Fig. 1: met1 routing
Bar = 20 µm. Cells faint in the background.
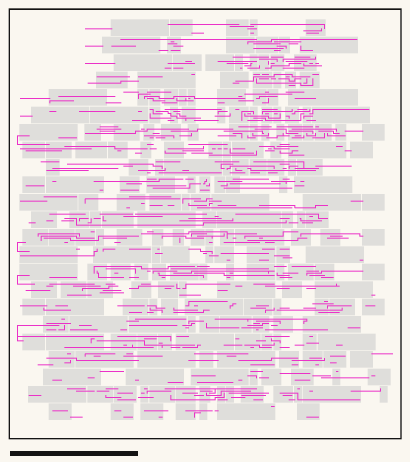
Fig. 2: M2 wires
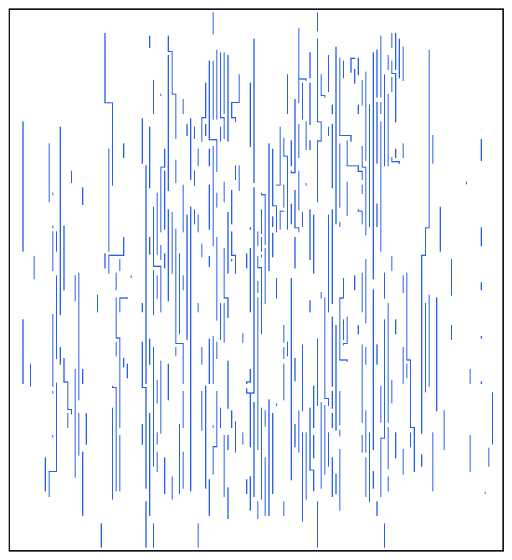
Fig. 3: the metal 3 layer
Bar = 20 µm.
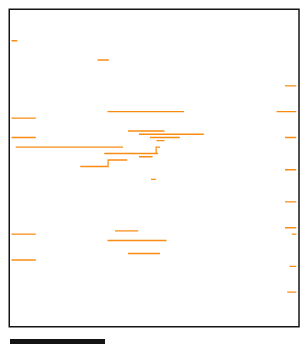
File: src/rtl/jt7759_divmeas_pkg.sv
// rtl/jt7759_divmeas_pkg.sv - shared types and constants for the uPD7759 divider monitor
package jt7759_divmeas_pkg;

    typedef enum logic [1:0] {
        IDLE   = 2'd0,
        ACQ    = 2'd1,
        LOCKED = 2'd2
    } state_t;

    localparam int PW = 9;

    localparam logic [PW-1:0] PMIN        = 9'd4;
    localparam logic [PW-1:0] PMAX        = 9'd256;
    localparam logic [2:0]    CTL_PER_DEC = 3'd4;

    // A decoder interval is usable when it spans a whole number of divider periods
    function automatic logic period_ok(input logic [PW-1:0] p);
        return (p >= PMIN) && (p <= PMAX) && (p[1:0] == 2'b00);
    endfunction

endpackage

File: src/rtl/jt7759_divmeas_cnt.sv
// rtl/jt7759_divmeas_cnt.sv - interval counters and capture (ctl counting under JT7759_DIVMEAS_CTLCHK_EN)
module jt7759_divmeas_cnt
    import jt7759_divmeas_pkg::*;
(
    input  logic          clk,
    input  logic          rst_n,
    input  logic          cen,
    input  logic          cen_ctl,
    input  logic          cen_dec,
    output logic [PW-1:0] pcnt,
    output logic [PW-1:0] cap_period,
    output logic [2:0]    cap_ctl,
    output logic          cap_stb
);

    // Capture is combinational so the FSM can act on the cen_dec clk itself
    assign cap_period = pcnt;
    assign cap_stb    = cen_dec;

    // Cen ticks since the last cen_dec; a cen on the cen_dec clk starts the new interval
    always_ff @(posedge clk or negedge rst_n) begin
        if (!rst_n) begin
            pcnt <= '0;
        end else if (cen_dec) begin
            pcnt <= {{(PW-1){1'b0}}, cen};
        end else if (pcnt != {PW{1'b1}}) begin
            pcnt <= pcnt + {{(PW-1){1'b0}}, cen};
        end
    end

`ifdef JT7759_DIVMEAS_CTLCHK_EN
    logic [2:0] ccnt;
    logic [2:0] ccnt_inc;

    // Saturating increment shared by the capture and the counter update
    always_comb begin
        ccnt_inc = ccnt;
        if (cen_ctl && ccnt != 3'd7) ccnt_inc = ccnt + 3'd1;
    end

    assign cap_ctl = ccnt_inc;

    // Control strobes seen since the last cen_dec
    always_ff @(posedge clk or negedge rst_n) begin
        if (!rst_n) begin
            ccnt <= '0;
        end else if (cen_dec) begin
            ccnt <= '0;
        end else begin
            ccnt <= ccnt_inc;
        end
    end
`else
    logic ctl_unused;
    assign ctl_unused = cen_ctl;
    assign cap_ctl    = CTL_PER_DEC;
`endif

endmodule

File: src/rtl/jt7759_divmeas.sv
// rtl/jt7759_divmeas.sv - recovers divby/period from the uPD7759 divider strobes (option: JT7759_DIVMEAS_CTLCHK_EN)
module jt7759_divmeas
    import jt7759_divmeas_pkg::*;
#(
    parameter int LOCK_CNT = 2,
    parameter int TIMEOUT  = 320
) (
    input  logic          clk,
    input  logic          rst_n,
    input  logic          cen,
    input  logic          cen_ctl,
    input  logic          cen_dec,
    output logic [PW-1:0] period,
    output logic [5:0]    divby,
    output logic          locked,
    output logic          chg,
    output logic          err
);

    localparam logic [2:0]    LOCK_V = 3'(LOCK_CNT);
    localparam logic [PW-1:0] TO_V   = PW'(TIMEOUT);

    logic [PW-1:0] pcnt;
    logic [PW-1:0] cap_period;
    logic [2:0]    cap_ctl;
    logic          cap_stb;

    jt7759_divmeas_cnt u_cnt (
        .clk        (clk),
        .rst_n      (rst_n),
        .cen        (cen),
        .cen_ctl    (cen_ctl),
        .cen_dec    (cen_dec),
        .pcnt       (pcnt),
        .cap_period (cap_period),
        .cap_ctl    (cap_ctl),
        .cap_stb    (cap_stb)
    );

    state_t        state;
    logic [2:0]    match;
    logic [PW-1:0] ref_p;

    logic          valid;
    logic          same;
    logic          timeout;
    logic [5:0]    divby_new;
    logic          div_unused;
    logic [2:0]    m_next;
    logic [PW-1:0] r_next;

`ifdef JT7759_DIVMEAS_CTLCHK_EN
    assign valid = period_ok(cap_period) && (cap_ctl == CTL_PER_DEC);
`else
    logic ctl_unused;
    assign ctl_unused = ^cap_ctl;
    assign valid      = period_ok(cap_period);
`endif

    assign same    = valid && (cap_period == ref_p);
    assign timeout = (pcnt >= TO_V);

    // period/4 - 1; the top bit is always zero for a valid period
    assign {div_unused, divby_new} = cap_period[PW-1:2] - 7'd1;

    // Acquisition bookkeeping for the interval ending on this cen_dec
    always_comb begin
        m_next = '0;
        r_next = ref_p;
        if (valid) begin
            if (cap_period == ref_p) begin
                m_next = (match == 3'd7) ? match : match + 3'd1;
            end else begin
                m_next = 3'd1;
                r_next = cap_period;
            end
        end
    end

    // Lock FSM with registered outputs; cen_dec takes priority over timeout
    always_ff @(posedge clk or negedge rst_n) begin
        if (!rst_n) begin
            state  <= IDLE;
            match  <= '0;
            ref_p  <= '0;
            period <= '0;
            divby  <= '0;
            locked <= 1'b0;
            chg    <= 1'b0;
            err    <= 1'b0;
        end else begin
            chg <= 1'b0;
            err <= 1'b0;
            if (cap_stb) period <= cap_period;
            case (state)
                IDLE: begin
                    if (cap_stb) begin
                        state <= ACQ;
                        match <= '0;
                    end
                end
                ACQ: begin
                    if (cap_stb) begin
                        match <= m_next;
                        ref_p <= r_next;
                        if (m_next >= LOCK_V) begin
                            state  <= LOCKED;
                            locked <= 1'b1;
                            divby  <= divby_new;
                            chg    <= (divby_new != divby);
                        end
                    end else if (timeout) begin
                        state  <= IDLE;
                        locked <= 1'b0;
                    end
                end
                LOCKED: begin
                    if (cap_stb) begin
                        if (!same) begin
                            state  <= ACQ;
                            match  <= m_next;
                            ref_p  <= r_next;
                            locked <= 1'b0;
                            err    <= 1'b1;
                        end
                    end else if (timeout) begin
                        state  <= IDLE;
                        locked <= 1'b0;
                        err    <= 1'b1;
                    end
                end
                default: begin
                    state  <= IDLE;
                    locked <= 1'b0;
                end
            endcase
        end
    end

endmodule

File: config.mk
export PLATFORM = sky130hd
export DESIGN_NAME = jt7759_divmeas
export DESIGN_NICKNAME = d
export VERILOG_FILES = /design/src/rtl/jt7759_divmeas_pkg.sv /design/src/rtl/jt7759_divmeas_cnt.sv /design/src/rtl/jt7759_divmeas.sv
export SDC_FILE = /design/constraint.sdc
export NUM_CORES = 1
export LEC_CHECK = 0
export CORE_ASPECT_RATIO = 1.1
export CORE_UTILIZATION = 60
export DETAILED_ROUTE_END_ITERATION = 8
export HOLD_SLACK_MARGIN = 0.06
export PLACE_DENSITY = 0.89
export RECOVER_POWER = 100
export SETUP_SLACK_MARGIN = 0.4
export SYNTH_ARGS = -nofsm -noshare
export SYNTH_HDL_FRONTEND = slang
export SYNTH_SLANG_ARGS = --single-unit
File: constraint.sdc
create_clock -name clk -period 6.4 [get_ports clk]
set_input_delay 0.64 -clock clk [delete_from_list [all_inputs] [get_ports clk]]
set_output_delay 0.64 -clock clk [all_outputs]
set_load 0.1 [all_outputs]
==> impl_metrics.py <==
# Flow results
metrics = {
    "status": {
        "outcome": "complete, but fails checks",
        "violations": "capacitance limit, slew limit",
    },
    "floorplan": {
        "dieHeight_um": 66.7,
        "taps": 50,
        "die_area_mm2": 0.00405,
        "coreArea_mm2": 0.00363,
    },
    "placement": {
        "routabilityCongestion": 0.835,
        "pre_cts_slack_ns": 3.77,
        "dp_cells": 271,
        "placed_area_mm2": 0.00250,
        "io_buffers": 21,
        "hpwl_um": 2840,
    },
    "timing": {
        "tns_ns": 0,
        "max_freq_mhz": 291,
        "tightestPinTransition_ns": 2.12,
        "clock_skew_ns": 0.00635,
        "fin_crit_sh": 0.536,
        "drv_slew": 42,
        "finalHoldViolCount": 0,
        "slew_headroom": -0.416,
    },
    "setup_path": {
        "setup.worst_path.start": "cen_dec",
        "worst-path-buf-inv": 2,
        "critPathTopFamily": "buffers and inverters",
        "r2r_start": "u_cnt.cap_period[4]",
        "path_depth": 5,
        "cp.required_ns": 6.58,
        "r2r_cells": 6,
        "path_cells": "dlygate4sd3_1 > clkbuf_1 > nor2_1 > nor3_1 > mux2_2",
        "timing.rr.end": "ref_p[6]",
        "worstSetupEndpoint": "ref_p[6]",
    },
    "layout": {
        "comb_area_frac": 0.436,
        "layout.nets": 244,
        "drive_gt1_frac": 0.140,
        "fillers": 284,
        "nNonClkInverters": 13,
        "clkCellAreaFrac": 0.0449,
        "instances_no_fill": 279,
        "design_area_mm2": 0.00259,
        "mi_logic_area_mm2": 0.00113,
        "syn_to_final_growth_pct": 13.5,
        "comb.multi_input.count": 145,
        "register_area_mm2": 0.00103,
        "buffer_area_frac": 0.0802,
        "seq_share": 0.396,
        "buffers": 22,
        "clkbuf_count": 7,
    },
    "synthesis": {
        "top_logic_kind": "simple AND/OR/NAND/NOR gates",
        "ys_sh_aoi": 0.0916,
        "yosys_area_mm2": 0.00228,
        "synth_seq_share": 0.450,
        "ys_sh_simple": 0.151,
        "yosys.area.top_type": "dfrtp_1",
        "yosysCellCount": 210,
        "synthCells": 210,
        "async_flop_share": 1.00,
        "top_cells_by_area": "dfrtp_1 45%, mux2_2 9.4%, xnor2_1 6.9%",
        "ys_warn_count": 0,
        "netlist.area_leader.share": 0.450,
        "edf_count": 0,
    },
    "clocking": {
        "cts_sinks": 41,
        "hold_buffers": 0,
        "clockRootBuffer": "clkbuf_8",
        "cts_resized": 0,
        "clk_pin_slew_ns": 0.07,
        "ctsLongestPathBuffers": 2,
        "h-tree-depth": 2,
        "cts_setup_buffers": 0,
    },
    "grt": {
        "grt_pass1_vias": 1560,
        "grt_pass1_wl_um": 6980,
        "overflow": 0,
    },
    "worst_hold_path": {
        "min_to": "period[4]",
        "worstHoldStart": "period[4]",
        "hp-class": "reg -> reg",
    },
    "pwr": {
        "p_int_uw": 493,
        "clkPwrFrac": 0.276,
        "p_leak_nw": 1.23,
        "swShare": 0.363,
        "cellPowerDensity_mw_per_mm2": 299,
        "sequentialPowerShare": 0.392,
        "net-switching-power_uw": 281,
        "pwr-share-comb": 0.332,
    },
    "detailed_routing": {
        "wl_per_cell_um": 14.6,
        "via_per_inst": 5.70,
    },
    "job": {
        "drv_cap": 1,
        "warnings": 33,
    },
}
About Fig. 1:
nets with wire on the layer: 211
share of all routed wire: 45%
GR Util met1: 0.292
WL final: 4070 µm
Vias: 1591

About Fig. 2:
share of all routed wire: 49%
wire length on this layer: 2010 µm
longest straight run: 35.0 µm
GR Util met2: 0.385

About Fig. 3:
main direction: horizontal
longest straight run: 22.3 µm
met3 global-route usage: 0.0602

==> through the flow <==
stage                     utilization  total power, mW
after floorplan                     -            0.515
after CTS                       0.723            0.784
final                           0.714            0.773
after global routing            0.714            0.811
after global placement          0.691            0.565
after detailed placement        0.691            0.574
==> power groups by stage <==
stage	clock, mW	sequential, mW	combinational, mW
2_1_floorplan	0	0.373	0.142
3_3_place_gp	0	0.307	0.258
3_5_place_dp	0	0.309	0.265
4_1_cts	0.214	0.304	0.266
5_1_grt	0.225	0.307	0.279
6_report	0.213	0.303	0.257
==> state kept, by name, summed over array words and instances, names as in the netlist <==
signal / cells
period: 9
ref_p: 9
u_cnt.cap_period: 9
divby: 6
match: 3
state: 2
chg: 1
err: 1
locked: 1
Power figures rest on the tool's default switching activity, not on a simulated workload.
